Figure 1. Sequential cells grouped by signal name (run 1).
Drawn at 8 px/micron. Other sequential cells in the stronger grey, the rest of the logic in the fainter grey.
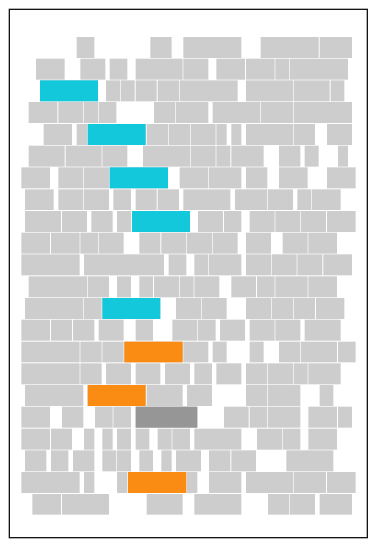
Figure 2. Routing congestion (run 1).
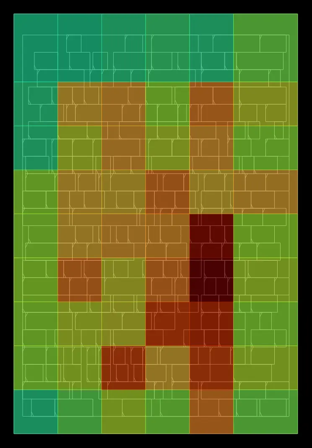
Figure 3. The metal 1 layer (run 1).
Drawn at 4 px/micron.
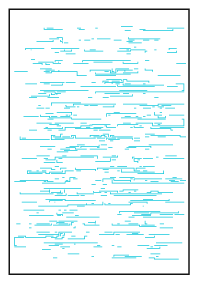
Figure 4. Gate families picked out (run 1).
Drawn at 4 px/micron.
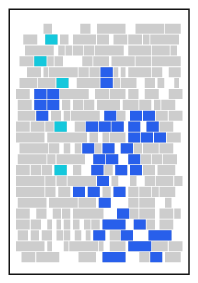
Design fwd_hazard_unit, sky130hd; sources not shown.
==> summary.txt, run 1 <==
Summary of the current implementation state.

- The run finished with clean final reports.
- The half-perimeter wire length after placement is ~3100 microns, for reference.
- Looking at the clock tree report, the root buffer type is sky130_fd_sc_hd__clkbuf_4.
- The post-layout instance area is 2110 sq um, for reference.
- The reg-to-reg setup timing slack is 0.74 ns, for reference.
- The net count of the finished layout is around 260.
- The filler cell count in the final layout is between 150 and 200, for reference.
- The number of maximum-capacitance violations recorded for the run is 0.
- The number of placed instances, taps included, is around 240.
- The fraction of the core area occupied by cells at floorplan is roughly two fifths, for reference.
- The post-route antenna net violation count is 0, for reference.
- The synthesized netlist was found by Yosys to have 127 cells.
- The final critical-path required period is 2.44 ns, for reference.
- The post-synthesis cell area is just over 1000 sq um, for reference.
- The critical path maximum fanout is 3.
- The horizontal extent of the die is 44.6 microns, for reference.
- The first-pass GRT wire length is 6220 microns, for reference.
- In this run, the synthesized area fraction spent on and/or/nand/nor cells is recorded as 26.4%.
- The non-clock buffer contribution to total cell area is 43.1%, for reference.
- The number of clock sinks seen by CTS is 9, for reference.
- Per the slew report, the remaining headroom to the max-slew limit stands at 76.7%.
- The standby leakage power is 0.883 nW, for reference.
- The library cell occupying the most area in the post-synthesis netlist is sky130_fd_sc_hd__xnor2_1, for reference.
- The sequential cell count is 9, for reference.
- The synthesized-area fraction occupied by xor and xnor cells is 34.7%, for reference.
- After synthesis, flip-flops and latches occupy 17.4% of the total area.
Notes on Figure 1 above:
[u_md_sb.pend_rd] cyan | sequential cells: 5
[u_md_sb.cnt_q] orange | sequential cells: 3
power attributed to sequential cells: 0.162 mW
share of the core filled with cells in the final layout: 84.3%

Notes on Figure 2 above:
Global Route met3 Usage: 3.83%
most used routing layer: met2

Notes on Figure 3 above:
share of all routed wire: 34%
nets with wire on the layer: 218
via total after detailed routing: 1315
met1 track demand over resource: 27.5%

Notes on Figure 4 above:
[non-inverting ao/oa cells] cyan | cells: 5 | most used: a31o_1
[xor and xnor cells] blue | cells: 41 | most used: xnor2_1
final non-filler cell total: 248
most frequently placed logic cell in the final layout: sky130_fd_sc_hd__clkdlybuf4s50_1
fraction of area in multi-input gates: 44.2%

run 1: critical path, cell delays in order:
cell	delay [ns]
sky130_fd_sc_hd__buf_6	0.10
sky130_fd_sc_hd__or4_4	0.52
sky130_fd_sc_hd__o21ai_2	0.14
sky130_fd_sc_hd__buf_6	0.13
sky130_fd_sc_hd__nor3_4	0.05
sky130_fd_sc_hd__o21ai_4	0.17
sky130_fd_sc_hd__a41oi_4	0.14
sky130_fd_sc_hd__buf_12	0.19
run 1: metal layers:
layer / wire length (microns) / share of wire [%] / vias to the layer above / track usage (%)
met3: 265 / 6.8 / 12 / 3.83
met2: 2140 / 55 / 77 / 55.3
li1: - / - / 622 / -
met4: 154 / 3.9 / 0 / 13.3
met5: 0 / 0 / - / 0
met1: 1350 / 34 / 604 / 27.5
run 1: synth_stat cells:
| library cell | count |
|---|---|
| sky130_fd_sc_hd__nor4_1 | 5 |
| sky130_fd_sc_hd__nor2_1 | 2 |
| sky130_fd_sc_hd__o21ai_0 | 3 |
| sky130_fd_sc_hd__dfxtp_1 | 9 |
| sky130_fd_sc_hd__a31o_1 | 4 |
| sky130_fd_sc_hd__nor3_2 | 2 |
| sky130_fd_sc_hd__and3_1 | 2 |
| sky130_fd_sc_hd__nand4b_1 | 1 |
| sky130_fd_sc_hd__o2111ai_1 | 1 |
| sky130_fd_sc_hd__or4_1 | 3 |
| sky130_fd_sc_hd__nand3_1 | 6 |
| sky130_fd_sc_hd__o21ai_4 | 1 |
| sky130_fd_sc_hd__xor2_1 | 16 |
| sky130_fd_sc_hd__a31o_2 | 1 |
| sky130_fd_sc_hd__o21ai_2 | 1 |
| sky130_fd_sc_hd__or2_2 | 1 |
| sky130_fd_sc_hd__ha_1 | 2 |
| sky130_fd_sc_hd__xnor2_1 | 25 |
| sky130_fd_sc_hd__nand2b_1 | 6 |
| sky130_fd_sc_hd__nand4_1 | 5 |
| sky130_fd_sc_hd__inv_1 | 4 |
| sky130_fd_sc_hd__o21ai_1 | 1 |
| sky130_fd_sc_hd__nor3b_1 | 1 |
| sky130_fd_sc_hd__nand2_1 | 3 |
| sky130_fd_sc_hd__clkbuf_1 | 2 |
| sky130_fd_sc_hd__buf_6 | 2 |
| sky130_fd_sc_hd__a41oi_1 | 1 |
| sky130_fd_sc_hd__a21oi_1 | 9 |
| sky130_fd_sc_hd__nor3_1 | 3 |
| sky130_fd_sc_hd__and2_1 | 5 |
run 1: metrics by stage:
step / power (mW) / util [%] / setup WS (ns)
after detailed placement: 0.403 / 80.0 / -0.370
final: 0.521 / 84.3 / 0.0580
after CTS: 0.515 / 83.0 / -0.000975
after global placement: 0.395 / 80.0 / -0.327
after floorplan: 0.262 / - / -0.547
after global routing: 0.548 / 84.3 / -0.00756
run 1: what timing repair did:
item	4_1_cts	5_1_grt
pin swaps	18	16
gates resized	61	12
buffers inserted	3	1
cloned	0	0
endpoints found under the setup margin	5	4
run 1: report_power, final:
group | total (mW) | switching (mW) | internal [mW]
combinational | 0.248 | 0.108 | 0.139
clock | 0.111 | 0.0494 | 0.0614
sequential | 0.162 | 0.0122 | 0.150
total | 0.521 | 0.170 | 0.351
==> run 2, diff against run 1 <==
--- a/config.mk
+++ b/config.mk
@@ -5,11 +5,13 @@
 export SDC_FILE = /design/constraint.sdc
 export NUM_CORES = 1
 export LEC_CHECK = 0
+export CAP_MARGIN = 20
 export CORE_ASPECT_RATIO = 1.5
 export CORE_UTILIZATION = 38
 export CTS_CLUSTER_DIAMETER = 80
 export DETAILED_ROUTE_END_ITERATION = 10
 export PLACE_DENSITY = 0.78
+export SKIP_CTS_REPAIR_TIMING = 1
 export SLEW_MARGIN = 40
 export SYNTH_ARGS = -nofsm -noshare
 export SYNTH_HDL_FRONTEND = slang
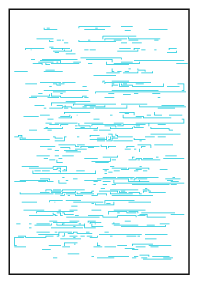
Figure 5: run 2, the metal 1 layer.
Drawn at 4 px/micron.
wire length on this layer: 1360 microns
main direction: horizontal
share of all routed wire: 34%
nets with wire on the layer: 205
total routed wirelength: 3980 microns
met1 track demand over resource: 27.5%
via total after detailed routing: 1321

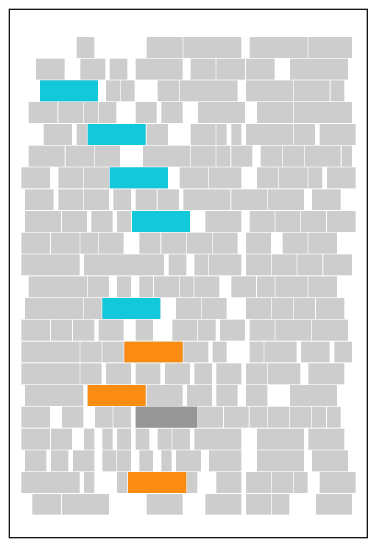
Figure 6: run 2, sequential cells grouped by signal name.
Drawn at 8 px/micron. Other sequential cells in the stronger grey, the rest of the logic in the fainter grey.
[u_md_sb.pend_rd] cyan | sequential cells: 5
[u_md_sb.cnt_q] orange | sequential cells: 3
fraction of standard cell area that is sequential: 8.50%
Flop area: 181 sq um

==> run 2 against run 1 <==
Against the previous run: the run now ends with setup timing left; global-route usage shrank 0.75 points; core utilization up 0.85 points; register-to-register slack about the same; wire length rose by 1.8%; critical endpoint unchanged; largest cell class unchanged.
==> summary.txt, run 2 <==
Summary of the current implementation state.

- The combinational group share of total power was 47.9% (+0.3 points).
- The final worst slack came to -0.0325 ns (-0.0905 ns).
- The half-perimeter wire length after placement is 3130 microns (unchanged), for reference.
- The share of synthesized registers carrying an async set or reset was 0% (unchanged).
- The total cells reported by yosys after synthesis is 127 (unchanged), for reference.
- The horizontal extent of the die is 44.6 microns (unchanged), for reference.
- The met3 demand-to-capacity share in global routing is 3.55% (-0.27 points), for reference.
- Leaving out fill and tap cells, the most frequent cell in the layout is sky130_fd_sc_hd__clkdlybuf4s50_1.
- The reg-to-reg setup timing slack was 0.75 ns (about the same).
- Per the synthesis report, the dominant area consumer among library cells is sky130_fd_sc_hd__xnor2_1.
- In the final report, the number of endpoints failing setup comes to 1.
- Looking at the global route congestion table, the highest-usage layer is met2.
- The part of the power in the clock network is 21.2% (about the same), for reference.
- The sequential fraction of the synthesis area was 17.4% (unchanged).
- Among all flip-flop cells after synthesis, the most frequent one is sky130_fd_sc_hd__dfxtp_1.
- After synthesis, the most frequently instantiated cells are 25 x sky130_fd_sc_hd__xnor2_1, 16 x sky130_fd_sc_hd__xor2_1, 9 x sky130_fd_sc_hd__a21oi_1, 9 x sky130_fd_sc_hd__dfxtp_1.
- The fraction of the core area occupied by cells at floorplan is 41.3% (unchanged), for reference.
- The post-layout instance area came to 2130 sq um (+1.0%).
- The worst-path cell with the longest stage delay is sky130_fd_sc_hd__or4_4, for reference.
- The flow ran to the end, but the final reports show violations.
- The switching power is 0.171 mW (+0.51%), for reference.
- The post-route antenna net violation count is 0 (unchanged), for reference.
- The clock root buffer master is sky130_fd_sc_hd__clkbuf_4, for reference.
- The internal power of the cells is 0.353 mW (+0.76%), for reference.
- The number of max-cap violations is 0 (unchanged), for reference.
- The filler cell count in the final layout is 157 (-0.63%), for reference.
- The kind of cell with the highest combined delay along the critical path is simple AND/OR/NAND/NOR gates.
- The final reports fail on setup timing.
- The final critical-path required period is 2.53 ns (+0.0905 ns), for reference.
- In this run the critical path is formed by buf_8 > or4_4 > o21ai_2 > buf_6 > nor3_4 > o21ai_4 > a41oi_4 > buf_12.
- The remaining max-slew budget at the tightest pin was 76.8% (about the same).
- The number of stages on the worst setup path was 8 (unchanged).
- The routing usage on met2 is 53.9% (-1.5 points), for reference.
- The standby leakage power is 0.968 nW (+9.6%), for reference.
- The post-synthesis cell area was 1030 sq um (unchanged).
==> run 2: cell types whose count changed in the layout (fill, tap and decap cells not counted), moves of 3 or more <==
cell	change
sky130_fd_sc_hd__clkdlybuf4s15_1	-3
sky130_fd_sc_hd__buf_2	-5
sky130_fd_sc_hd__clkbuf_2	+3
sky130_fd_sc_hd__buf_6	-5
sky130_fd_sc_hd__dlymetal6s2s_1	+11
sky130_fd_sc_hd__dlygate4sd2_1	-4
sky130_fd_sc_hd__clkdlybuf4s15_2	-3
==> run 2: power groups by stage <==
stage / clock [mW] / sequential (mW) / combinational, mW
CTS: 0.111 / 0.162 / 0.240
global route: 0.121 / 0.163 / 0.266
finish: 0.111 / 0.162 / 0.251
global placement: 0 / 0.165 / 0.230
floorplan: 0 / 0.162 / 0.100
detailed placement: 0 / 0.165 / 0.238
==> run 2: cell families after synthesis <==
group           Yosys count  synth area share [%]
compound gates           22                  14.6
xor+xnor                 41                  34.7
fa+ha+maj                 2                  2.42
buf+inv                   8                  4.36
flops                     9                  17.4
simple gates             45                  26.4
==> run 2: layout make-up <==
type / instances / area share [%]
multi-input cells: 110 / 44.0
well taps: 36 / 2.11
flip-flops and latches: 9 / 8.50
inverters: 4 / 0.704
repair buffers: 83 / 43.4
clock buffers: 4 / 1.23
==> run 2: through the flow <==
stage / power, mW / std cells
2_1_floorplan: 0.262 / 127
3_3_place_gp: 0.395 / 241
3_5_place_dp: 0.403 / 241
4_1_cts: 0.512 / 245
5_1_grt: 0.551 / 246
6_report: 0.524 / 246
==> run 2: layer usage <==
layer	share of wire, %	routed length, microns
met1	34	1360
met2	55	2180
met3	7.5	297
met4	3.5	138
met5	0	0
==> run 2: worst reg2reg max path: stages, from the launching register on <==
cell,delay (ns)
sky130_fd_sc_hd__dfxtp_1,0.29
sky130_fd_sc_hd__inv_1,0.11
sky130_fd_sc_hd__ha_1,0.17
sky130_fd_sc_hd__nand2b_1,0.13
sky130_fd_sc_hd__nand2_1,0.22
sky130_fd_sc_hd__and3_1,0.40
sky130_fd_sc_hd__a21oi_1,0.12
sky130_fd_sc_hd__a31o_2,0.21
Power is estimated from default activity; no workload was simulated.
